--- config.mk ---
export PLATFORM = sky130hd
export DESIGN_NAME = boot_ctrl_flat
export DESIGN_NICKNAME = d
export VERILOG_FILES = /design/src/rtl/boot_pkg.sv /design/src/rtl/boot_ctrl_if.sv /design/src/rtl/boot_ctrl_debounce_sync.sv /design/src/rtl/boot_ctrl.sv /design/src/flat_wrapper.sv
export SDC_FILE = /design/constraint.sdc
export NUM_CORES = 1
export LEC_CHECK = 0
export CAP_MARGIN = 20
export CELL_PAD_IN_SITES_DETAIL_PLACEMENT = 0
export CELL_PAD_IN_SITES_GLOBAL_PLACEMENT = 1
export CORE_AREA = 2 2 84 86
export DETAILED_ROUTE_END_ITERATION = 12
export DIE_AREA = 0 0 86 88
export PLACE_DENSITY_LB_ADDON = 0.2
export SYNTH_ARGS = -nofsm -noshare
export SYNTH_HDL_FRONTEND = slang
export SYNTH_SLANG_ARGS = --single-unit
--- constraint.sdc ---
create_clock -name fpga_clk -period 4.85 [get_ports fpga_clk]
set_clock_uncertainty 0.05 [all_clocks]
set_input_delay 1.2125 -clock fpga_clk [delete_from_list [all_inputs] [get_ports fpga_clk]]
set_output_delay 1.2125 -clock fpga_clk [all_outputs]
set_load 0.005 [all_outputs]
--- src/rtl/boot_pkg.sv ---
// Shared types and constants for the boot/programming-mode controller.
// Optional single-step mode is compiled in with BOOT_CTRL_STEP_EN.
package boot_pkg;

    localparam int ADR_W_DEF       = 15;
    localparam int NUM_BANKS_DEF   = 2;
    localparam int DEBOUNCE_DEF    = 20000;
    localparam int RST_HOLD_DEF    = 16;
    localparam int DIV_MAX_DEF     = 24;

    // Bank indices selected by the top programmer address bits
    localparam int BANK_ROM        = 0;
    localparam int BANK_DMEM       = 1;

    // div_sel value that requests single-step operation
    localparam logic [4:0] STEP_SEL = 5'd31;

    typedef enum logic [1:0] {
        ST_HOLD = 2'd0,
        ST_RUN  = 2'd1,
        ST_PROG = 2'd2
`ifdef BOOT_CTRL_STEP_EN
        ,
        ST_STEP = 2'd3
`endif
    } state_e;

    // Limit the divider select to the largest legal exponent
    function automatic logic [4:0] clamp_sel(input logic [4:0] sel, input int max_sel);
        logic [4:0] res;
        if (sel > 5'(max_sel)) begin
            res = 5'(max_sel);
        end else begin
            res = sel;
        end
        return res;
    endfunction

endpackage

--- src/rtl/boot_ctrl_if.sv ---
// Programmer-side bus: write strobe, word address, transfer-done level and
// the resulting per-bank write enables.
interface boot_ctrl_if
    import boot_pkg::*;
#(
    parameter int ADR_W     = ADR_W_DEF,
    parameter int NUM_BANKS = NUM_BANKS_DEF
) ();

    logic                 upg_wen_i;
    logic [ADR_W-1:0]     upg_adr_i;
    logic                 upg_done_i;
    logic [NUM_BANKS-1:0] bank_wen;

    modport master (
        output upg_wen_i,
        output upg_adr_i,
        output upg_done_i,
        input  bank_wen
    );

    modport slave (
        input  upg_wen_i,
        input  upg_adr_i,
        input  upg_done_i,
        output bank_wen
    );

endinterface

--- src/rtl/boot_ctrl_debounce_sync.sv ---
// Button conditioner: 2-flop synchroniser, stability counter and a
// single-shot accept pulse that re-arms only after the input returns low.
module debounce_sync #(
    parameter int CYCLES = 20000
) (
    input  logic clk_i,
    input  logic rst_ni,
    input  logic din_i,
    output logic accept_o
);

    localparam int CNT_W = $clog2(CYCLES + 1);

    logic             sync1_q;
    logic             sync2_q;
    logic [CNT_W-1:0] cnt_q;
    logic [CNT_W-1:0] cnt_d;

    // Two-flop synchroniser for the asynchronous pin
    always_ff @(posedge clk_i or negedge rst_ni) begin
        if (!rst_ni) begin
            sync1_q <= 1'b0;
            sync2_q <= 1'b0;
        end else begin
            sync1_q <= din_i;
            sync2_q <= sync1_q;
        end
    end

    // Stability count: clears while low, saturates at CYCLES while high
    always_comb begin
        cnt_d = cnt_q;
        if (!sync2_q) begin
            cnt_d = '0;
        end else if (cnt_q != CNT_W'(CYCLES)) begin
            cnt_d = cnt_q + CNT_W'(1);
        end else begin
            cnt_d = cnt_q;
        end
    end

    // Stability counter register
    always_ff @(posedge clk_i or negedge rst_ni) begin
        if (!rst_ni) begin
            cnt_q <= '0;
        end else begin
            cnt_q <= cnt_d;
        end
    end

    // Fires on the one cycle where the count steps onto CYCLES
    assign accept_o = sync2_q && (cnt_q == CNT_W'(CYCLES - 1));

endmodule

--- src/rtl/boot_ctrl.sv ---
// Boot / programming-mode controller: reset sequencing, CPU clock-enable
// divider and programmer write steering to memory banks.
// Optional single-step mode is compiled in with BOOT_CTRL_STEP_EN.
module boot_ctrl
    import boot_pkg::*;
#(
    parameter int ADR_W           = ADR_W_DEF,
    parameter int NUM_BANKS       = NUM_BANKS_DEF,
    parameter int DEBOUNCE_CYCLES = DEBOUNCE_DEF,
    parameter int RST_HOLD_CYCLES = RST_HOLD_DEF,
    parameter int DIV_MAX         = DIV_MAX_DEF
) (
    input  logic        fpga_clk,
    input  logic        fpga_rst_n,
    input  logic        start_pg,
    input  logic [4:0]  div_sel,
    boot_ctrl_if.slave  upg,
    output logic        upg_rst,
    output logic        cpu_rst,
    output logic        cpu_clk_en,
    output logic [1:0]  mode
);

    localparam int BANK_W = (NUM_BANKS > 1) ? $clog2(NUM_BANKS) : 1;
    localparam int DIV_W  = DIV_MAX + 1;
    localparam int HOLD_W = $clog2(RST_HOLD_CYCLES + 1);

    state_e              state_q, state_d;
    logic [HOLD_W-1:0]   hold_q, hold_d;
    logic [DIV_W-1:0]    div_cnt_q;
    logic [DIV_W-1:0]    div_mask_s;
    logic [4:0]          eff_sel_s;
    logic                div_tick_s;
    logic                start_acc_s;
    logic                done_s1_q, done_s2_q, done_s3_q;
    logic                done_rise_s;
    logic                upg_rst_q, upg_rst_d;
    logic                cpu_rst_q, cpu_rst_d;
    logic                clk_en_q, clk_en_d;
    logic [1:0]          mode_q, mode_d;
    logic                prog_active_q, prog_active_d;
    logic [BANK_W-1:0]   bank_sel_s;
    logic                unused_adr_s;

    debounce_sync #(.CYCLES(DEBOUNCE_CYCLES)) u_start_db (
        .clk_i    (fpga_clk),
        .rst_ni   (fpga_rst_n),
        .din_i    (start_pg),
        .accept_o (start_acc_s)
    );

    // Synchronise the programmer done level and keep one extra stage for edge detect
    always_ff @(posedge fpga_clk or negedge fpga_rst_n) begin
        if (!fpga_rst_n) begin
            done_s1_q <= 1'b0;
            done_s2_q <= 1'b0;
            done_s3_q <= 1'b0;
        end else begin
            done_s1_q <= upg.upg_done_i;
            done_s2_q <= done_s1_q;
            done_s3_q <= done_s2_q;
        end
    end

    // Only a 0->1 transition counts; a level already high is not a completion
    assign done_rise_s = done_s2_q && !done_s3_q;

    // Free-running divider counter
    always_ff @(posedge fpga_clk or negedge fpga_rst_n) begin
        if (!fpga_rst_n) begin
            div_cnt_q <= '0;
        end else begin
            div_cnt_q <= div_cnt_q + DIV_W'(1);
        end
    end

    // Tick whenever the low eff_sel counter bits are all ones (sel 0: every cycle)
    assign eff_sel_s  = clamp_sel(div_sel, DIV_MAX);
    assign div_mask_s = (DIV_W'(1) << eff_sel_s) - DIV_W'(1);
    assign div_tick_s = ((div_cnt_q & div_mask_s) == div_mask_s);

    // FSM state register
    always_ff @(posedge fpga_clk or negedge fpga_rst_n) begin
        if (!fpga_rst_n) begin
            state_q <= ST_HOLD;
        end else begin
            state_q <= state_d;
        end
    end

    // FSM next-state logic; a done edge in PROG overrides any press
    always_comb begin
        state_d = state_q;
        case (state_q)
            ST_HOLD: begin
                if (hold_q == HOLD_W'(RST_HOLD_CYCLES - 1)) state_d = ST_RUN;
                else                                       state_d = ST_HOLD;
            end
            ST_RUN: begin
                if (start_acc_s) begin
`ifdef BOOT_CTRL_STEP_EN
                    if (div_sel == STEP_SEL) state_d = ST_STEP;
                    else                     state_d = ST_PROG;
`else
                    state_d = ST_PROG;
`endif
                end else begin
                    state_d = ST_RUN;
                end
            end
            ST_PROG: begin
                if (done_rise_s) state_d = ST_HOLD;
                else             state_d = ST_PROG;
            end
`ifdef BOOT_CTRL_STEP_EN
            ST_STEP: begin
                if (div_sel != STEP_SEL) state_d = ST_RUN;
                else                     state_d = ST_STEP;
            end
`endif
            default: state_d = ST_HOLD;
        endcase
    end

    // Hold counter runs only while staying in HOLD, so every entry starts at zero
    always_comb begin
        if ((state_q == ST_HOLD) && (state_d == ST_HOLD)) hold_d = hold_q + HOLD_W'(1);
        else                                              hold_d = '0;
    end

    // Hold counter register
    always_ff @(posedge fpga_clk or negedge fpga_rst_n) begin
        if (!fpga_rst_n) begin
            hold_q <= '0;
        end else begin
            hold_q <= hold_d;
        end
    end

    // FSM output decode from the current state
    always_comb begin
        upg_rst_d     = 1'b1;
        cpu_rst_d     = 1'b1;
        clk_en_d      = 1'b0;
        prog_active_d = 1'b0;
        mode_d        = state_q;
        case (state_q)
            ST_HOLD: begin
                upg_rst_d = 1'b1;
                cpu_rst_d = 1'b1;
            end
            ST_RUN: begin
                cpu_rst_d = 1'b0;
                clk_en_d  = div_tick_s;
            end
            ST_PROG: begin
                upg_rst_d     = 1'b0;
                prog_active_d = 1'b1;
            end
`ifdef BOOT_CTRL_STEP_EN
            ST_STEP: begin
                cpu_rst_d = 1'b0;
                clk_en_d  = start_acc_s;
            end
`endif
            default: begin
                upg_rst_d = 1'b1;
                cpu_rst_d = 1'b1;
            end
        endcase
    end

    // Output registers: outputs follow the state one cycle later
    always_ff @(posedge fpga_clk or negedge fpga_rst_n) begin
        if (!fpga_rst_n) begin
            upg_rst_q     <= 1'b1;
            cpu_rst_q     <= 1'b1;
            clk_en_q      <= 1'b0;
            mode_q        <= 2'd0;
            prog_active_q <= 1'b0;
        end else begin
            upg_rst_q     <= upg_rst_d;
            cpu_rst_q     <= cpu_rst_d;
            clk_en_q      <= clk_en_d;
            mode_q        <= mode_d;
            prog_active_q <= prog_active_d;
        end
    end

    assign upg_rst    = upg_rst_q;
    assign cpu_rst    = cpu_rst_q;
    assign cpu_clk_en = clk_en_q;
    assign mode       = mode_q;

    // Bank number comes from the top address bits; the rest is the in-bank offset
    assign bank_sel_s   = upg.upg_adr_i[ADR_W-1 -: BANK_W];
    assign unused_adr_s = ^upg.upg_adr_i[ADR_W-BANK_W-1:0];

    // Gate the write strobe so it never reaches memory outside a programming session
    always_comb begin
        upg.bank_wen = '0;
        for (int i = 0; i < NUM_BANKS; i++) begin
            upg.bank_wen[i] = upg.upg_wen_i && prog_active_q && (bank_sel_s == BANK_W'(i));
        end
    end

endmodule

--- src/flat_wrapper.sv ---
// flat-port wrapper written by rule: the top's interface ports become plain ports
module boot_ctrl_flat import boot_pkg::*;
#(
    parameter int ADR_W           = ADR_W_DEF,
    parameter int NUM_BANKS       = NUM_BANKS_DEF,
    parameter int DEBOUNCE_CYCLES = DEBOUNCE_DEF,
    parameter int RST_HOLD_CYCLES = RST_HOLD_DEF,
    parameter int DIV_MAX         = DIV_MAX_DEF
)
  (fpga_clk, fpga_rst_n, start_pg, div_sel, upg_rst, cpu_rst, cpu_clk_en, mode, upg_upg_wen_i, upg_upg_adr_i, upg_upg_done_i, upg_bank_wen);
  boot_ctrl_if #(.ADR_W(ADR_W), .NUM_BANKS(NUM_BANKS)) upg_i ();
  input  logic fpga_clk;
  input  logic fpga_rst_n;
  input  logic start_pg;
  input  logic [4:0] div_sel;
  output logic upg_rst;
  output logic cpu_rst;
  output logic cpu_clk_en;
  output logic [1:0] mode;
  input wire logic [$bits(upg_i.upg_wen_i)-1:0] upg_upg_wen_i;
  input wire logic [$bits(upg_i.upg_adr_i)-1:0] upg_upg_adr_i;
  input wire logic [$bits(upg_i.upg_done_i)-1:0] upg_upg_done_i;
  output wire logic [$bits(upg_i.bank_wen)-1:0] upg_bank_wen;
  assign upg_i.upg_wen_i = upg_upg_wen_i;
  assign upg_i.upg_adr_i = upg_upg_adr_i;
  assign upg_i.upg_done_i = upg_upg_done_i;
  assign upg_bank_wen = upg_i.bank_wen;
  boot_ctrl #(.ADR_W(ADR_W), .NUM_BANKS(NUM_BANKS), .DEBOUNCE_CYCLES(DEBOUNCE_CYCLES), .RST_HOLD_CYCLES(RST_HOLD_CYCLES), .DIV_MAX(DIV_MAX)) u_core (.fpga_clk(fpga_clk), .fpga_rst_n(fpga_rst_n), .start_pg(start_pg), .div_sel(div_sel), .upg(upg_i), .upg_rst(upg_rst), .cpu_rst(cpu_rst), .cpu_clk_en(cpu_clk_en), .mode(mode));
endmodule
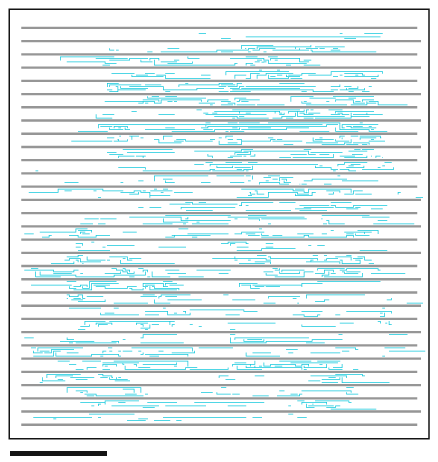
**Above:** met1 routing.
Bar = 20 um. Supply wires on this layer in grey.
- share of all routed wire: 50%
- main direction: horizontal
- nets with wire on the layer: 332
- longest straight run: 46.0 um

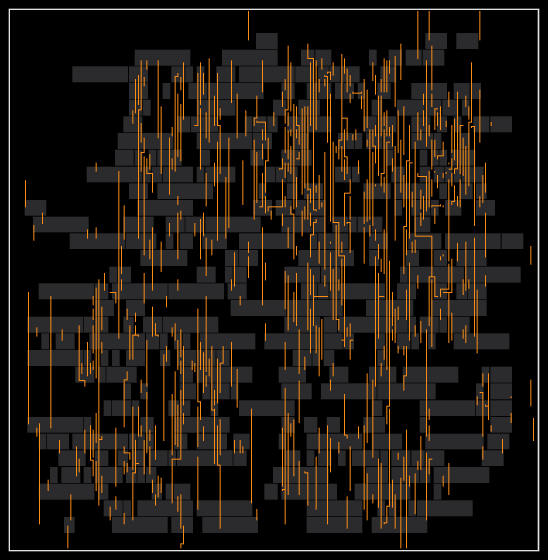
**Above:** signal wires on met2.
Cells faint in the background.
- nets with wire on the layer: 284
- main direction: vertical

==> out/metrics.yaml <==
final_layout:
  registers.top_by_ff_count: "u_core.div_cnt_q"
  reg.largest.list: "u_core.div_cnt_q x25, u_core.u_start_db.cnt_q x15, u_core.hold_q x5"
  area_dominant_class: "logic gates"
  post-route-util_pct: 53.2
  mi_logic_area_um2: 1550
  buffers: 23
  final_cell_count_no_fill: 423
  drive_above_1_share_pct: 12.0
  fin_area_um2: 3530
  number_of_multi_input_combinational_cells_in_the_layout: 233
  largest_register_ff_count: 25
  nNonClkInverters: 13
  seq_area_share_pct: 41.1
  flip_flop_and_latch_area_um2: 1450
  area_delta_synth_final_pct: 12.5
  number_of_diodes_added_for_antenna_fixing: 0
  comb_share_pct: 43.8
  layout.cells.most_common: "sky130_fd_sc_hd__dfrtp_1"
  final-nonclk-buf-share_pct: 5.95
  clockBufferCount: 11
  seq_cell_count: 58
  layout_top_cells: "sky130_fd_sc_hd__dfrtp_1, sky130_fd_sc_hd__nor2_1, sky130_fd_sc_hd__nand2_1, sky130_fd_sc_hd__xnor2_1, sky130_fd_sc_hd__nand3_1"
  clock_cell_share_of_area_pct: 4.85
  fill_cell_instance_count_of_the_final_layout: 618
  final_nets: 369
setup_path:
  setup.worst_path.end_class: "flip-flop"
  arrival_ns: 4.12
  crit_path_start_kind: "input port"
  worstSetupPathType: "in -> reg"
  path_delay_family: "simple AND/OR/NAND/NOR gates"
  critical_path_peak_fanout: 23
  cp.required_ns: 5.04
  crit_path_cell_trace: "clkdlybuf4s50_1, nor4_1, nand2_1, ha_1, nor3b_1, o211ai_2, o311ai_1, a311oi_1, nand4_1, nor4b_2"
  crit_path_top_delay_cell: "sky130_fd_sc_hd__clkdlybuf4s50_1"
  max_stage_delay_ns: 0.61
  critical_path.n_buffers_inverters: 1
detailed_routing:
  drt-wirelength-per-cell_um: 14.8
  dr_wl_met3_um: 243
  drc: 0
  dr.first_iter.drc_count: 157
  drt.antenna.violating_nets: 0
  routed_wirelength_um: 6270
  route.vias.total: 2295
  vias_per_cell: 5.43
  firstDrtPassIters: 4
  routed.top_layer: "met4"
  detail_route.wirelength.met1_um: 3140
  wl_met2_um: 2780
floorplanning:
  fp.dieW_um: 86
  chipArea_um2: 7570
  tap_cells: 80
  initCoreUtil_pct: 47.3
  chipHeight_um: 88
  floorplan.core_area_um2: 6640
  placement_rows: 30
  ioPinCount: 32
grt:
  grt.met1_usage_pct: 26.0
  pin_count_of_the_biggest_net_entering_global_routing: 43
  initial_antenna_violation_count: 0
  use_met3_pct: 5.56
  track_usage_pct: 18.6
  via_count_of_the_first_global_routing_pass: 2208
  global_route_wire_length_before_repair_um: 10800
  grt_remaining_overflow: 0
  top_usage_layer: "met2"
  grt_use_met2_pct: 27.3
yosys:
  ys_cells: 318
  synthesis.area_um2: 3140
  netlist-cell-type-count: 60
  synth.logic.top_family: "simple AND/OR/NAND/NOR gates"
  avgSynthCellArea_um2: 9.88
  yosys_stat_chip_area_um2: 3140
  yosys.area_share.aoi_pct: 9.04
  synth_async_sr_flop_share_pct: 100
  netlist_instances: 318
  synth-xor-area-share_pct: 10.6
  yosys.stat.seqShare_pct: 46.3
  synth_nets: 349
  synth-warning-count: 0
  adder_cell_share_of_the_synthesized_area_pct: 2.39
  mux_share_pct: 1.04
  library_cell_with_the_highest_instance_count_after_synthesis: "sky130_fd_sc_hd__dfrtp_1"
  synth_flop_type: "sky130_fd_sc_hd__dfrtp_1"
  yosys.area.top_type: "sky130_fd_sc_hd__dfrtp_1"
  top_cells_by_count_synth: "sky130_fd_sc_hd__dfrtp_1, sky130_fd_sc_hd__nor2_1, sky130_fd_sc_hd__nand2_1, sky130_fd_sc_hd__xnor2_1, sky130_fd_sc_hd__nand3_1"
  synth.cellmix.simpleShare_pct: 26.2
  synth_largest_type_area_fraction_pct: 44.6
  post_synth_main_area_contributors: "sky130_fd_sc_hd__dfrtp_1, sky130_fd_sc_hd__xnor2_1, sky130_fd_sc_hd__xor2_1, sky130_fd_sc_hd__nor2_1, sky130_fd_sc_hd__nand2_1"
  synth.ff_latch_count: 58
  count_of_library_flops_with_an_enable_pin: 0
run:
  tool_warnings: 41
  max_cap_violations: 0
power_and_ir_drop:
  clock_share_of_power_pct: 41.1
  powerComb_mw: 0.0684
  internal-power_mw: 0.711
  netSwitchingPower_mw: 0.239
  power.density_cell_area_nw_per_um2: 269
  pwr-share-comb_pct: 7.2
  power_leakage_nw: 1.55
  sequentialPower_mw: 0.491
  pwr.group.clock_mw: 0.390
  peak_supply_drop_uv: 165
  fin_total_pwr_mw: 0.950
  maxPowerGroup: "registers"
  power.share.sequential_pct: 51.7
  p_sw_share_pct: 25.2
sta:
  fin_worst_hold_slack_ns: 0.301
  max-slew-margin-rel_pct: 51.9
  period_used_pct: 81.0
  achievable-frequency_mhz: 255
  finalSetupTns_ns: 0
  finalMaxSlewViolations: 0
  report.final.setup_viol: 0
  post-route-min-period_ns: 3.93
  setup_slack_ns: 0.922
  rsz0062_at_grt: "false"
  worst_pin_slew_ns: 0.722
  final_hold_viol_count: 0
clock_tree:
  post_cts_resize_count: 0
  clk_path_buf_depth: 2
  numCtsBuffers: 9
  cts-root-buf: "sky130_fd_sc_hd__clkbuf_8"
  htree_levels: 3
  worstSkewPairLatency_ns: 0.34
  cts.reportedPaths.clkPinSlew_ns: 0.07
  postCtsSetupRepairBufs: 0
  cts.sinks: 58
  cts_hold_buffers: 0
  cts_tree: "yes"
placed_design:
  portBuffers: 17
  place_area_um2: 3360
  post-dp-hpwl_um: 4420
  globalplace.congestion: 0.949
  dp_slack_ns: 0.597
  placed_cells: 407
outcome:
  outcome: "finished, final reports clean"
hold_path:
  hp-class: "reg -> reg"
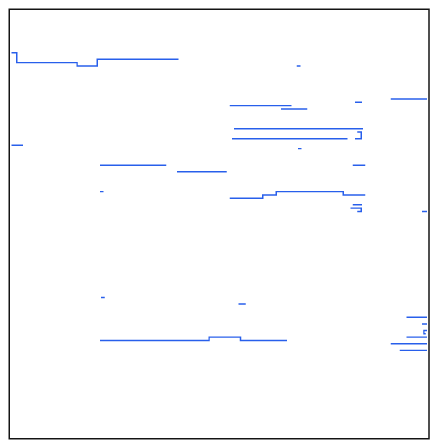
**Above:** met3 routing.
- main direction: horizontal
- wire length on this layer: 244 um
- share of all routed wire: 3.9%
- nets with wire on the layer: 20
- longest straight run: 26.2 um

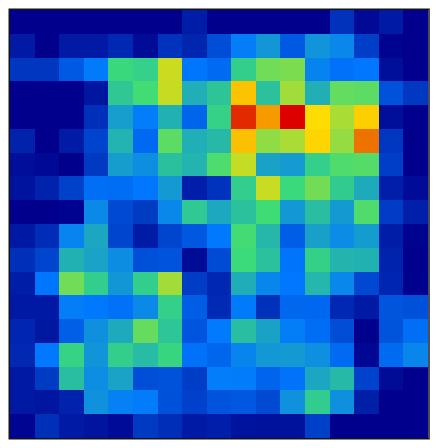
**Above:** routed metal per tile.
The die is cut into 17 by 18 equal tiles; dark blue is low, red is high, scaled to the fullest tile. Values are wire area over tile area, all layers added.
- densest ninth of the die: north
- nearly empty tiles: 15%
- fullest tile: 0.54
- mean over tiles: 0.13
- tiles over half the peak: 11%
- emptiest ninth of the die: north-west

==> final timing paths <==
check | cells after the start | slack, ns | end | startpoint
worst max-delay path | 10 | 0.92 | u_core.cpu_clk_en | div_sel[4]
worst min-delay path | 0 | 0.30 | u_core.u_start_db.sync2_q | u_core.u_start_db.sync1_q
worst max register to register | 7 | 3.01 | u_core.div_cnt_q[24] | u_core.div_cnt_q[0]
worst min register to register | 0 | 0.30 | u_core.u_start_db.sync2_q | u_core.u_start_db.sync1_q
max in group asynchronous | 2 | 3.15 | u_core.cpu_rst | fpga_rst_n
min in group asynchronous | 1 | 0.73 | u_core.u_start_db.cnt_q[0] | fpga_rst_n
Power and IR drop assume default switching activity.
